**config.mk**
```make
export PLATFORM = sky130hd
export DESIGN_NAME = conv_pe_seq_flat
export DESIGN_NICKNAME = d
export VERILOG_FILES = /design/src/rtl/conv_pe_seq_if.sv /design/src/rtl/conv_pe_seq.sv /design/src/flat_wrapper.sv
export SDC_FILE = /design/constraint.sdc
export NUM_CORES = 1
export LEC_CHECK = 0
export ABC_AREA = 1
export CORE_ASPECT_RATIO = 0.9
export CORE_UTILIZATION = 47
export CTS_CLUSTER_DIAMETER = 80
export DETAILED_ROUTE_END_ITERATION = 7
export PLACE_DENSITY = 0.8
export SETUP_SLACK_MARGIN = 0.1
export SYNTH_ARGS = -nofsm -noshare
export SYNTH_HDL_FRONTEND = slang
export SYNTH_SLANG_ARGS = --single-unit
```
**constraint.sdc**
```tcl
create_clock -name clk -period 2.35 [get_ports clk]
set_input_delay 0.47 -clock clk [delete_from_list [all_inputs] [get_ports clk]]
set_output_delay 0.47 -clock clk [all_outputs]
set_load 0.02 [all_outputs]
```
**src/rtl/conv_pe_seq_if.sv**
```systemverilog
// Result stream between conv_pe_seq and the downstream consumer.
// Carries the one-deep result register contents under a valid/ready handshake.
interface conv_pe_seq_if #(
  parameter int WIDTH  = 9,
  parameter int ADDR_W = 5
);
  logic                 out_valid;
  logic                 out_ready;
  logic [3*WIDTH-1:0]   out_data;
  logic [ADDR_W-1:0]    out_row;

  modport master (
    output out_valid,
    output out_data,
    output out_row,
    input  out_ready
  );

  modport slave (
    input  out_valid,
    input  out_data,
    input  out_row,
    output out_ready
  );
endinterface

```
**src/rtl/conv_pe_seq.sv**
```systemverilog
// Row sequencer for the 3x3 convolution PE.
// Walks the row buffer top to bottom with stride 1; for every window it reads
// three consecutive rows, drives pe_init aligned with the returned data, waits
// the PE latency, captures the three PE lanes and offers them downstream.
// Optional feature: define CONV_PE_SEQ_RELU_EN to clamp negative lanes to zero
// at capture (two's-complement interpretation); timing is unchanged.
module conv_pe_seq #(
  parameter int WIDTH  = 9,
  parameter int ROWS   = 32,
  parameter int ADDR_W = 5,
  parameter int PE_LAT = 2
) (
  input  logic              clk,
  input  logic              rst_n,
  input  logic              start,
  output logic              busy,
  output logic              done,
  output logic              row_rd_en,
  output logic [ADDR_W-1:0] row_rd_addr,
  output logic              pe_init,
  input  logic [WIDTH-1:0]  pe_data_out0,
  input  logic [WIDTH-1:0]  pe_data_out1,
  input  logic [WIDTH-1:0]  pe_data_out2,
  conv_pe_seq_if.master     res
);

  localparam int                WC_W     = (PE_LAT < 1) ? 1 : $clog2(PE_LAT + 1);
  localparam logic [WC_W-1:0]   WC_LAST  = WC_W'(PE_LAT);
  localparam logic [ADDR_W-1:0] LAST_TOP = ADDR_W'(ROWS - 3);

  typedef enum logic [2:0] {
    ST_IDLE,
    ST_LOAD,
    ST_WAIT,
    ST_GAP,
    ST_FIN
  } state_t;

  state_t              state;
  logic [ADDR_W-1:0]   top_row;
  logic [1:0]          ld_cnt;
  logic [WC_W-1:0]     wait_cnt;

  logic                res_valid;
  logic [3*WIDTH-1:0]  res_data;
  logic [ADDR_W-1:0]   res_row;
  logic                drain;

  // Lane conditioning applied at capture.
  function automatic logic [WIDTH-1:0] relu_lane(input logic signed [WIDTH-1:0] lane);
`ifdef CONV_PE_SEQ_RELU_EN
    relu_lane = (lane < 0) ? '0 : lane;
`else
    relu_lane = lane;
`endif
  endfunction

  assign drain         = res_valid & res.out_ready;
  assign res.out_valid = res_valid;
  assign res.out_data  = res_data;
  assign res.out_row   = res_row;

  // Sequencer FSM with registered outputs, PE init alignment and result register.
  always_ff @(posedge clk) begin
    if (!rst_n) begin
      state       <= ST_IDLE;
      top_row     <= '0;
      ld_cnt      <= '0;
      wait_cnt    <= '0;
      busy        <= 1'b0;
      done        <= 1'b0;
      row_rd_en   <= 1'b0;
      row_rd_addr <= '0;
      pe_init     <= 1'b0;
      res_valid   <= 1'b0;
      res_data    <= '0;
      res_row     <= '0;
    end else begin
      // Read data returns one cycle after the strobe, so pe_init trails it by one.
      pe_init <= row_rd_en;

      // Downstream drain; a capture below overrides it in the same cycle.
      if (drain) begin
        res_valid <= 1'b0;
      end

      case (state)
        ST_IDLE: begin
          if (start) begin
            state       <= ST_LOAD;
            top_row     <= '0;
            ld_cnt      <= '0;
            busy        <= 1'b1;
            row_rd_en   <= 1'b1;
            row_rd_addr <= '0;
          end
        end

        ST_LOAD: begin
          if (ld_cnt == 2'd2) begin
            state     <= ST_WAIT;
            row_rd_en <= 1'b0;
            wait_cnt  <= '0;
          end else begin
            ld_cnt      <= ld_cnt + 2'd1;
            row_rd_addr <= top_row + ADDR_W'(ld_cnt + 2'd1);
          end
        end

        ST_WAIT: begin
          if (wait_cnt == WC_LAST) begin
            res_valid <= 1'b1;
            res_data  <= {relu_lane(pe_data_out2), relu_lane(pe_data_out1),
                          relu_lane(pe_data_out0)};
            res_row   <= top_row;
            if (top_row == LAST_TOP) begin
              state <= ST_FIN;
              busy  <= 1'b0;
              done  <= 1'b1;
            end else begin
              top_row <= top_row + 1'b1;
              state   <= ST_GAP;
            end
          end else begin
            wait_cnt <= wait_cnt + 1'b1;
          end
        end

        // Only start the next window once the result register is guaranteed
        // empty by its capture, so no PE result can be overwritten.
        ST_GAP: begin
          if (!res_valid || drain) begin
            state       <= ST_LOAD;
            ld_cnt      <= '0;
            row_rd_en   <= 1'b1;
            row_rd_addr <= top_row;
          end
        end

        ST_FIN: begin
          done  <= 1'b0;
          state <= ST_IDLE;
        end

        default: begin
          state <= ST_IDLE;
        end
      endcase
    end
  end

endmodule

```
**src/flat_wrapper.sv**
```systemverilog
// flat-port wrapper written by rule: the top's interface ports become plain ports
module conv_pe_seq_flat 
#(
  parameter int WIDTH  = 9,
  parameter int ROWS   = 32,
  parameter int ADDR_W = 5,
  parameter int PE_LAT = 2
)
  (clk, rst_n, start, busy, done, row_rd_en, row_rd_addr, pe_init, pe_data_out0, pe_data_out1, pe_data_out2, res_out_valid, res_out_data, res_out_row, res_out_ready);
  conv_pe_seq_if #(.WIDTH(WIDTH), .ADDR_W(ADDR_W)) res_i ();
  input  logic clk;
  input  logic rst_n;
  input  logic start;
  output logic busy;
  output logic done;
  output logic row_rd_en;
  output logic [ADDR_W-1:0] row_rd_addr;
  output logic pe_init;
  input  logic [WIDTH-1:0] pe_data_out0;
  input  logic [WIDTH-1:0] pe_data_out1;
  input  logic [WIDTH-1:0] pe_data_out2;
  output wire logic [$bits(res_i.out_valid)-1:0] res_out_valid;
  output wire logic [$bits(res_i.out_data)-1:0] res_out_data;
  output wire logic [$bits(res_i.out_row)-1:0] res_out_row;
  input wire logic [$bits(res_i.out_ready)-1:0] res_out_ready;
  assign res_out_valid = res_i.out_valid;
  assign res_out_data = res_i.out_data;
  assign res_out_row = res_i.out_row;
  assign res_i.out_ready = res_out_ready;
  conv_pe_seq #(.WIDTH(WIDTH), .ROWS(ROWS), .ADDR_W(ADDR_W), .PE_LAT(PE_LAT)) u_core (.clk(clk), .rst_n(rst_n), .start(start), .busy(busy), .done(done), .row_rd_en(row_rd_en), .row_rd_addr(row_rd_addr), .pe_init(pe_init), .pe_data_out0(pe_data_out0), .pe_data_out1(pe_data_out1), .pe_data_out2(pe_data_out2), .res(res_i));
endmodule
```
==> run_1/closeup.png <==
Scale bar: 5 um. Window x 29 to 49, y 39 to 59 um. Cells in grey, sequential cells in the stronger grey; small squares are vias.
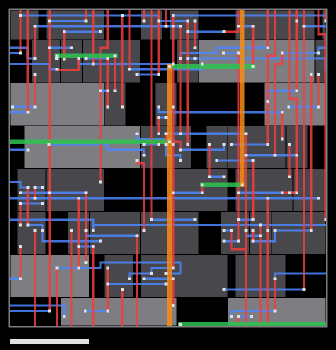
Blue stands for M1. Red stands for M2. Orange stands for M4. Green stands for M3.
Netlist names of flops here include u_core.res.out_data (4), u_core.res.out_row (2). 38 logic cells have their middle in the window. Most frequent: nand2_1 (9), clkdlybuf4s50_1 (9), dfxtp_1 (7). Sequential cells in the window: 7.

==> run_1/clock_nets.png <==
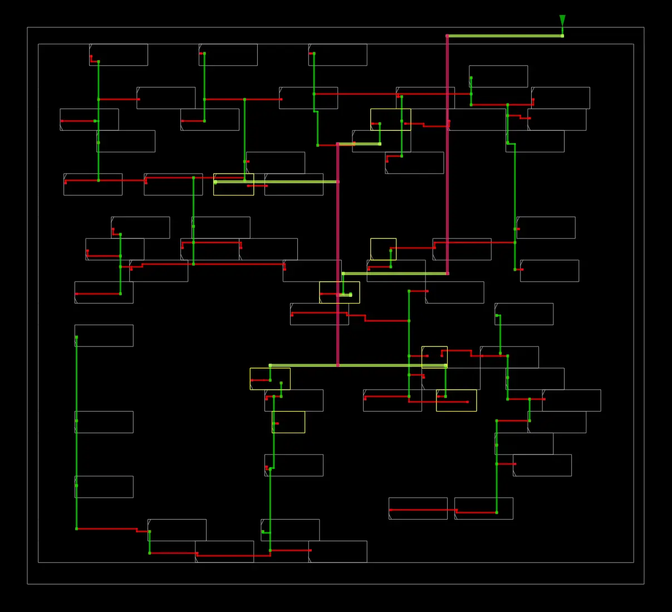
num sequential: 54
Clock group: 549 uW
TritonCTS Buffers: 5
clock tree sinks: 54

==> run_1/route_heat.png <==
The die is cut into 16 by 14 equal tiles; white is low, dark blue is high, scaled to the fullest tile. Values are wire area over tile area, all layers added.
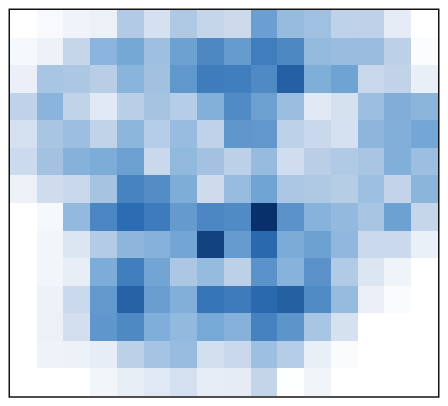
11% of the tiles are nearly empty. The fullest tile reaches 0.50. The mean over all tiles is 0.17.

==> run 1: critical path, stage by stage, from the launching register on <==
cell	delay (ns)
dfxtp_1	0.34
inv_1	0.08
ha_1	0.34
fa_1	0.47
o21ai_0	0.23
nand2_1	0.08
nand2_1	0.06
nand2_1	0.04
nand2_1	0.06
a21oi_1	0.05
==> run 1: cells in the final DEF, fill, tap and decap left out, drive strengths merged <==
cell type / count
a21oi: 46
inv: 27
xor2: 1
o21ai: 13
ha: 8
nor2: 28
nand4: 4
nand3b: 1
clkbuf: 5
buf: 1
dfxtp: 54
xnor2: 1
clkdlybuf4s50: 72
o22ai: 2
fa: 1
nor3: 2
clkinv: 2
nand3: 21
nand2: 97
==> run 1: stage by stage <==
stage / hold slack, ns / power (mW) / area (um2) / utilization
floorplan: 0.4429 / 1.646 / 2422 / -
global placement: 0.4322 / 1.869 / 3152 / 0.6439
detailed placement: 0.4355 / 1.890 / 3152 / 0.6439
CTS: 0.4442 / 2.435 / 3249 / 0.6639
global route: 0.4829 / 2.575 / 3249 / 0.6639
finish: 0.4364 / 2.422 / 3249 / 0.6639
==> run 1: final cells by class <==
class	instances	area [um2]	share of cell area
multi-input combinational	225	1156	0.3558
sequential	54	1081	0.3327
tap	65	81.33	0.02503
inverter	26	105.1	0.03235
timing repair buffer	73	728.2	0.2241
clock buffer	5	68.82	0.02118
clock inverter	3	28.78	0.008856
==> run 1: metal layers <==
| metal | routed length [um] | share of wire | vias to the layer above |
|---|---|---|---|
| met5 | 0 | 0 | - |
| met4 | 73 | 0.013 | 0 |
| li1 | - | - | 1165 |
| met3 | 255 | 0.044 | 8 |
| met1 | 2595 | 0.45 | 1063 |
| met2 | 2830 | 0.49 | 56 |
==> run 1: flip-flops by register name, indices dropped and copies added (netlist names), 2 cells and up <==
| signal | count |
|---|---|
| u_core.res.out_row | 5 |
| u_core.wait_cnt | 2 |
| u_core.row_rd_addr | 5 |
| u_core.state | 3 |
| u_core.res.out_data | 27 |
| u_core.top_row | 5 |
| u_core.ld_cnt | 2 |
==> run 1: worst paths after layout <==
path	startpoint	endpoint	slack, ns	depth (start not counted)
worst min register to register	u_core.row_rd_en	u_core.pe_init	0.44	2
worst min-delay path	u_core.row_rd_en	u_core.pe_init	0.44	2
worst max register to register	u_core.ld_cnt[0]	u_core.row_rd_addr[4]	0.47	9
worst max-delay path	u_core.ld_cnt[0]	u_core.row_rd_addr[4]	0.47	9
==> run 1: where the power goes <==
group	leakage (nW)	switching (mW)	internal [mW]
clock	0.0502	0.327	0.221
combinational	0.722	0.498	0.312
sequential	0.437	0.0704	0.993
==> run 1: cell families after synthesis <==
| group | Yosys count | synth area share |
|---|---|---|
| AND-OR/OR-AND | 61 | 0.1271 |
| XOR/XNOR | 2 | 0.007233 |
| adder cells (fa/ha/maj) | 9 | 0.04959 |
| buffers and inverters | 38 | 0.07644 |
| flip-flops | 54 | 0.4463 |
| AND/OR/NAND/NOR | 153 | 0.2934 |
==> results_dict.tcl, run 1 <==
# collected from the flow reports
set metrics [dict create \
    status "completed" \
    fin_crit_sh 0.8019 \
    drt-total-wl_um 5754 \
    netlist_instances 317 \
    cap_violations 0 \
    grt_util_met3 0.04444 \
    max-clock-path-buffers 2 \
    setup_viol 0 \
    slew_headroom 0.5556 \
    tightest_slew_ns 0.6656 \
    end_kind "flip-flop" \
    gp_congestion 0.8264 \
    cts_root_buf "clkbuf_8" \
    cts_hold_buffers 0 \
    wl_per_cell_um 12.76 \
    use_met2 0.3756 \
    p_leak_nw 1.209 \
    hp-class "flip-flop to flip-flop" \
    initCoreUtil 0.4949 \
    worstPathRequired_ns 2.51 \
    ir_drop_uv 335.8 \
    place_inst 443 \
    netlist_area_um2 2422 \
    cts_tree "done" \
    cts-resized-gates 0 \
    flop_cell "dfxtp_1" \
    yosysWarningCount 0 \
    synth-edff-count 0 \
    drt_iter0_drc 155 \
    avgSynthCellArea_um2 7.641 \
    drive_above_1_share 0.08031 \
    cts-htree-levels 2 \
    worstSkewPairLatency_ns 0.32 \
    place.detailed.hpwl_um 4064 \
    max_freq_mhz 530.6 \
    die_area_um2 5445 \
    area_leaders "dfxtp_1 (45%), nand2_1 (14%), a21oi_1 (9.5%)" \
]
==> run 2: changes to the inputs <==
- clock period: 2.35 -> 1.8 ns (I/O delays scaled with it)
==> run_2/pinout.png <==
Scale bar: 20 um. Pins as bars across the die edge, other pins in grey.
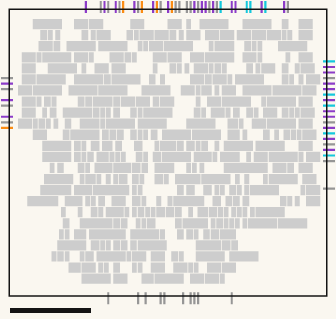
Purple stands for res_out_data, pins 27, direction output, edge 14 top, 10 right, 3 left. Orange stands for res_out_row, pins 5, direction output, edge 4 top, 1 left. Cyan stands for pe_data_out1, pins 9, direction input, edge 5 right, 4 top.

==> run 2 against run 1 <==
  * Synthesized area unchanged
  * Die area stayed put
  * Cell count is 0.44% higher
  * Hold slack better by 0.011 ns
  * Synthesized cell count unchanged
  * Final area up 2.3%
  * Sequential share of layout area is 0.65 points lower
==> results_dict.tcl, run 2 <==
# collected from the flow reports
set metrics [dict create \
    drt-total-wl_um 6048 \
    status "completed" \
    hp-start "u_core.row_rd_en" \
    die_area_um2 5445 \
    path_buffers 1 \
    initCoreUtil 0.4949 \
    reg2reg_from "u_core.ld_cnt[0]" \
    layout.cells.most_common "nand2_1" \
    max_freq_mhz 603.1 \
    ir_drop_uv 545.6 \
    avgSynthCellArea_um2 7.641 \
    hold_end "u_core.pe_init" \
    combPwrFrac 0.338 \
    dpl-instance-area_um2 3167 \
    cap_violations 0 \
    comb_area_um2 1199 \
    gp_congestion 0.8504 \
    power_frac_clock 0.243 \
    path_delay_family "buffers and inverters" \
    drive_above_1_share 0.1160 \
    p_sw_mw 1.175 \
    drt_iter0_drc 126 \
    synth-edff-count 0 \
    max-clock-path-buffers 2 \
    worstSkewPairLatency_ns 0.31 \
    slew_headroom 0.5730 \
    wl_per_cell_um 13.35 \
    yosysWarningCount 0 \
    hp-class "flip-flop to flip-flop" \
    slowest_delay_ns 0.62 \
    netlist_area_um2 2422 \
    intPower_mw 2.163 \
    cts_root_buf "clkbuf_8" \
    switching_share 0.3521 \
    worstPathRequired_ns 1.44 \
    cts-htree-levels 2 \
    cts.sinks 54 \
    cts_tree "done" \
    area_leaders "dfxtp_1 (45%), nand2_1 (14%), a21oi_1 (9.5%)" \
    numCtsBuffers 5 \
    setup_viol 0 \
    cpMaxStageDelayCell "clkdlybuf4s50_1" \
]
==> run_2/gates.png <==
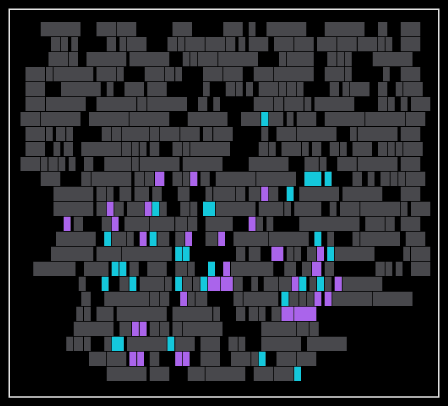
Purple stands for nor cells, cells 30, most used nor2_1. Cyan stands for inv cells, cells 26, most used inv_1.

-- run 2: cell count changes in the layout (fill, tap and decap cells not counted), moves of 2 or more --
cell      before  now
buf_4          1    3
clkinv_4       2    0
dfxtp_1       54   51
dfxtp_2        0    3
ha_1           8    6
ha_4           0    2
inv_1         20   17
inv_2          4    6
-- run 2: cell families (layout without fill, tap and decap cells) --
kind of cell	after synthesis	count (layout)	synth area share
simple gates	153	153	0.2934
compound gates	61	61	0.1271
buf+inv	38	109	0.07644
fa+ha+maj	9	9	0.04959
xor+xnor	2	2	0.007233
flops	54	54	0.4463
-- run 2: worst max path at each step --
| stage | from | end | slack [ns] | cells past startpoint |
|---|---|---|---|---|
| 6_report | u_core.res.out_valid | res_out_valid | 0.14 | 1 |
| 5_1_grt | u_core.ld_cnt[0] | u_core.row_rd_addr[3] | 0.07 | 11 |
| 4_1_cts | u_core.ld_cnt[0] | u_core.row_rd_addr[4] | 0.11 | 9 |
| 3_5_place_dp | u_core.ld_cnt[0] | u_core.row_rd_addr[4] | -0.02 | 9 |
| 3_3_place_gp | u_core.ld_cnt[0] | u_core.row_rd_addr[4] | 0.05 | 9 |
| 2_1_floorplan | u_core.ld_cnt[0] | u_core.row_rd_addr[4] | 0.11 | 9 |
-- run 2: per-stage QoR --
| stage | hold WS [ns] | power (mW) | setup WS, ns | utilization |
|---|---|---|---|---|
| global placement | 0.4349 | 2.440 | 0.05107 | 0.6470 |
| floorplan | 0.4429 | 2.149 | 0.1101 | - |
| finish | 0.4472 | 3.338 | 0.1418 | 0.6794 |
| detailed placement | 0.4308 | 2.467 | -0.02157 | 0.6470 |
| CTS | 0.4520 | 3.289 | 0.1097 | 0.6733 |
| global route | 0.4910 | 3.525 | 0.06638 | 0.6794 |
-- run 2: repair_timing --
item	4_1_cts	5_1_grt
setup endpoints to repair	2	7
pin swaps	0	8
gates resized	3	12
hold buffers	0	0
endpoints found under the hold margin	0	0
-- run 2: final cells by class --
type / instances / area share
clock buffers: 6 / 0.02182
clock inverters: 2 / 0.01129
inverters: 26 / 0.03236
multi-input cells: 225 / 0.3604
flip-flops and latches: 54 / 0.3262
well taps: 65 / 0.02445
repair buffers: 75 / 0.2235
-- run 2: power groups by stage --
stage          clock network (mW)  logic [mW]  registers, mW
5_1_grt                     0.874        1.24           1.41
3_5_place_dp                    0        1.06           1.41
4_1_cts                     0.826        1.08           1.38
6_report                    0.812        1.13           1.40
2_1_floorplan                   0       0.709           1.44
3_3_place_gp                    0        1.03           1.41
-- run 2: layer usage --
layer  track usage  share of wire  vias to the layer above
met5             0              0                        -
met4       0.07547          0.014                        0
met3       0.05490          0.044                        9
met2        0.3687           0.50                       65
met1        0.2715           0.45                     1062
li1              -              -                     1168
==> run 3: changes to the inputs <==
- ABC_AREA: 1 -> not set
- CORE_UTILIZATION: 47 -> 46
- PLACE_DENSITY: 0.8 -> 0.79
==> run_3/gates.png <==
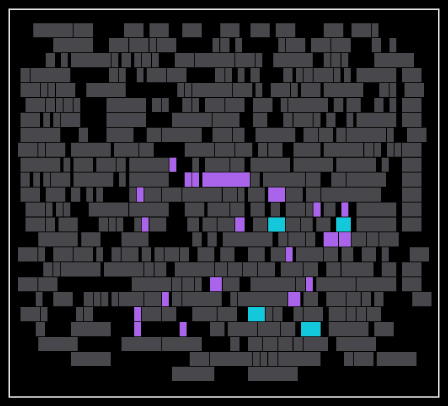
Cyan stands for non-inverting ao/oa cells, cells 4. Purple stands for nor cells, cells 20, most used nor2_1.

==> run 3 against run 2 <==
  * The run now ends with setup timing left
  * Sequential cell count unchanged
  * Hold slack better by 0.013 ns
  * Final area up 4.9%
  * Critical path depth up 6
  * Synthesized cell count down 11%
  * Wire length down 1.3%
  * Total power down 25%
  * Sequential power down about 10%
  * Cell count down 3.8%
  * Fmax down 12%
  * Clock skew up 0.0098 ns
  * Clock power up 3.9%
  * Critical endpoint is now u_core.row_rd_addr[1]
==> results_dict.tcl, run 3 <==
# collected from the flow reports
set metrics [dict create \
    drt-total-wl_um 5970 \
    die_area_um2 5479 \
    area_leaders "dfxtp_1 (45%), nand2_1 (10%), a21oi_1 (9.4%)" \
    path_buffers 1 \
    hp-start "u_core.res.out_data[17]" \
    cap_violations 0 \
    setup_viol 1 \
    numCtsBuffers 5 \
    ir_drop_uv 605.3 \
    gp_congestion 0.8548 \
    cts.sinks 54 \
    hp-class "flip-flop to flip-flop" \
    status "finished, violations left" \
    avgSynthCellArea_um2 8.431 \
    drt_iter0_drc 140 \
    max_freq_mhz 528.4 \
    slowest_delay_ns 0.48 \
    cts_tree "done" \
    violations "setup timing" \
    cpMaxStageDelayCell "or4b_1" \
    setup_slack_ns -0.09241 \
    hold_end "u_core.res.out_data[17]" \
    slew_headroom 0.6568 \
]
==> run_3/closeup.png <==
Scale bar: 5 um. Window x 29 to 49, y 39 to 59 um. Cells in grey, sequential cells in the stronger grey; small squares are vias.
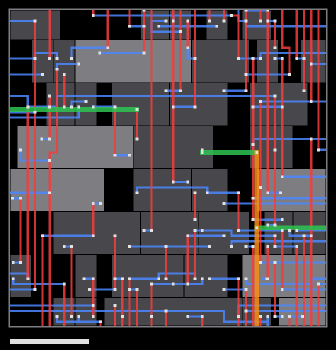
Orange stands for M4. Green stands for M3. Blue stands for M1. Red stands for M2.
Netlist names of flops here include u_core.res.out_data (3). 36 logic cells have their middle in the window. Sequential cells in the window: 5. Most frequent: clkdlybuf4s50_1 (7), nand2_1 (6).

-- run 3: cell count changes in the layout (fill, tap and decap cells not counted), moves of 4 or more --
cell,change
buf_4,+24
nand2_1,-23
nand3_1,-14
inv_1,-11
nor2_1,-10
nand2_2,-7
mux2i_1,+5
o211ai_1,+4
-- run 3: through the flow --
step,TNS [ns],instance area (um2)
6_report,-0.09241,3487
5_1_grt,-0.3203,3487
4_1_cts,-0.1264,3432
3_5_place_dp,-0.9089,3299
3_3_place_gp,-0.3395,3299
2_1_floorplan,-0.01409,2402
-- run 3: power by group --
part | total, mW | internal (mW) | switching (mW)
registers | 1.24 | 1.22 | 0.0233
logic | 0.428 | 0.226 | 0.202
clock network | 0.844 | 0.422 | 0.422
-- run 3: layout make-up --
| type | count | area, um2 | share of cell area |
|---|---|---|---|
| Multi-Input combinational cell | 200 | 1232 | 0.3534 |
| Sequential cell | 54 | 1086 | 0.3114 |
| Timing Repair Buffer | 100 | 937.1 | 0.2687 |
| Tap cell | 65 | 81.33 | 0.02332 |
| Clock buffer | 5 | 68.82 | 0.01973 |
| Clock inverter | 3 | 47.55 | 0.01363 |
| Inverter | 9 | 33.78 | 0.009688 |
-- run 3: worst max-delay path by stage --
stage                     depth (start not counted)             start  slack (ns)                    end
after global placement                            5     res_out_ready       -0.06  u_core.row_rd_addr[0]
after global routing                              8  u_core.ld_cnt[0]       -0.17  u_core.row_rd_addr[1]
after CTS                                         8  u_core.ld_cnt[0]       -0.08  u_core.row_rd_addr[1]
after detailed placement                          6     res_out_ready       -0.13  u_core.row_rd_addr[2]
final                                             7  u_core.ld_cnt[0]       -0.09  u_core.row_rd_addr[1]
after floorplan                                   8  u_core.ld_cnt[0]       -0.01  u_core.row_rd_addr[1]
-- run 3: worst register-to-register path, cell delays in order, from the launching register on --
cell and delay (ns):
dfxtp_2 0.35, inv_2 0.05, ha_4 0.28, fa_2 0.44, nor2_2 0.09, a21oi_1 0.04
or4b_1 0.48, a21oi_2 0.12
-- run 3: what timing repair did --
action,in CTS,in global routing
pin swaps,4,3
buffers inserted,0,2
endpoints found under the setup margin,9,13
resized,4,11
-- run 3: logic make-up after synthesis --
| family | Yosys count | share of synthesized area |
|---|---|---|
| compound gates | 73 | 0.1799 |
| flops | 54 | 0.4531 |
| xor+xnor | 5 | 0.01835 |
| buf+inv | 29 | 0.05611 |
| fa+ha+maj | 9 | 0.05034 |
| mux | 5 | 0.02098 |
| simple gates | 108 | 0.2213 |
-- run 3: per-layer routing --
metal,vias up,routed length [um],GRT usage
met5,-,0,0
met3,14,378,0.06144
met2,84,2890,0.3727
met1,1055,2614,0.2772
li1,1140,-,-
met4,0,87,0.07407
Power and IR drop assume default switching activity.
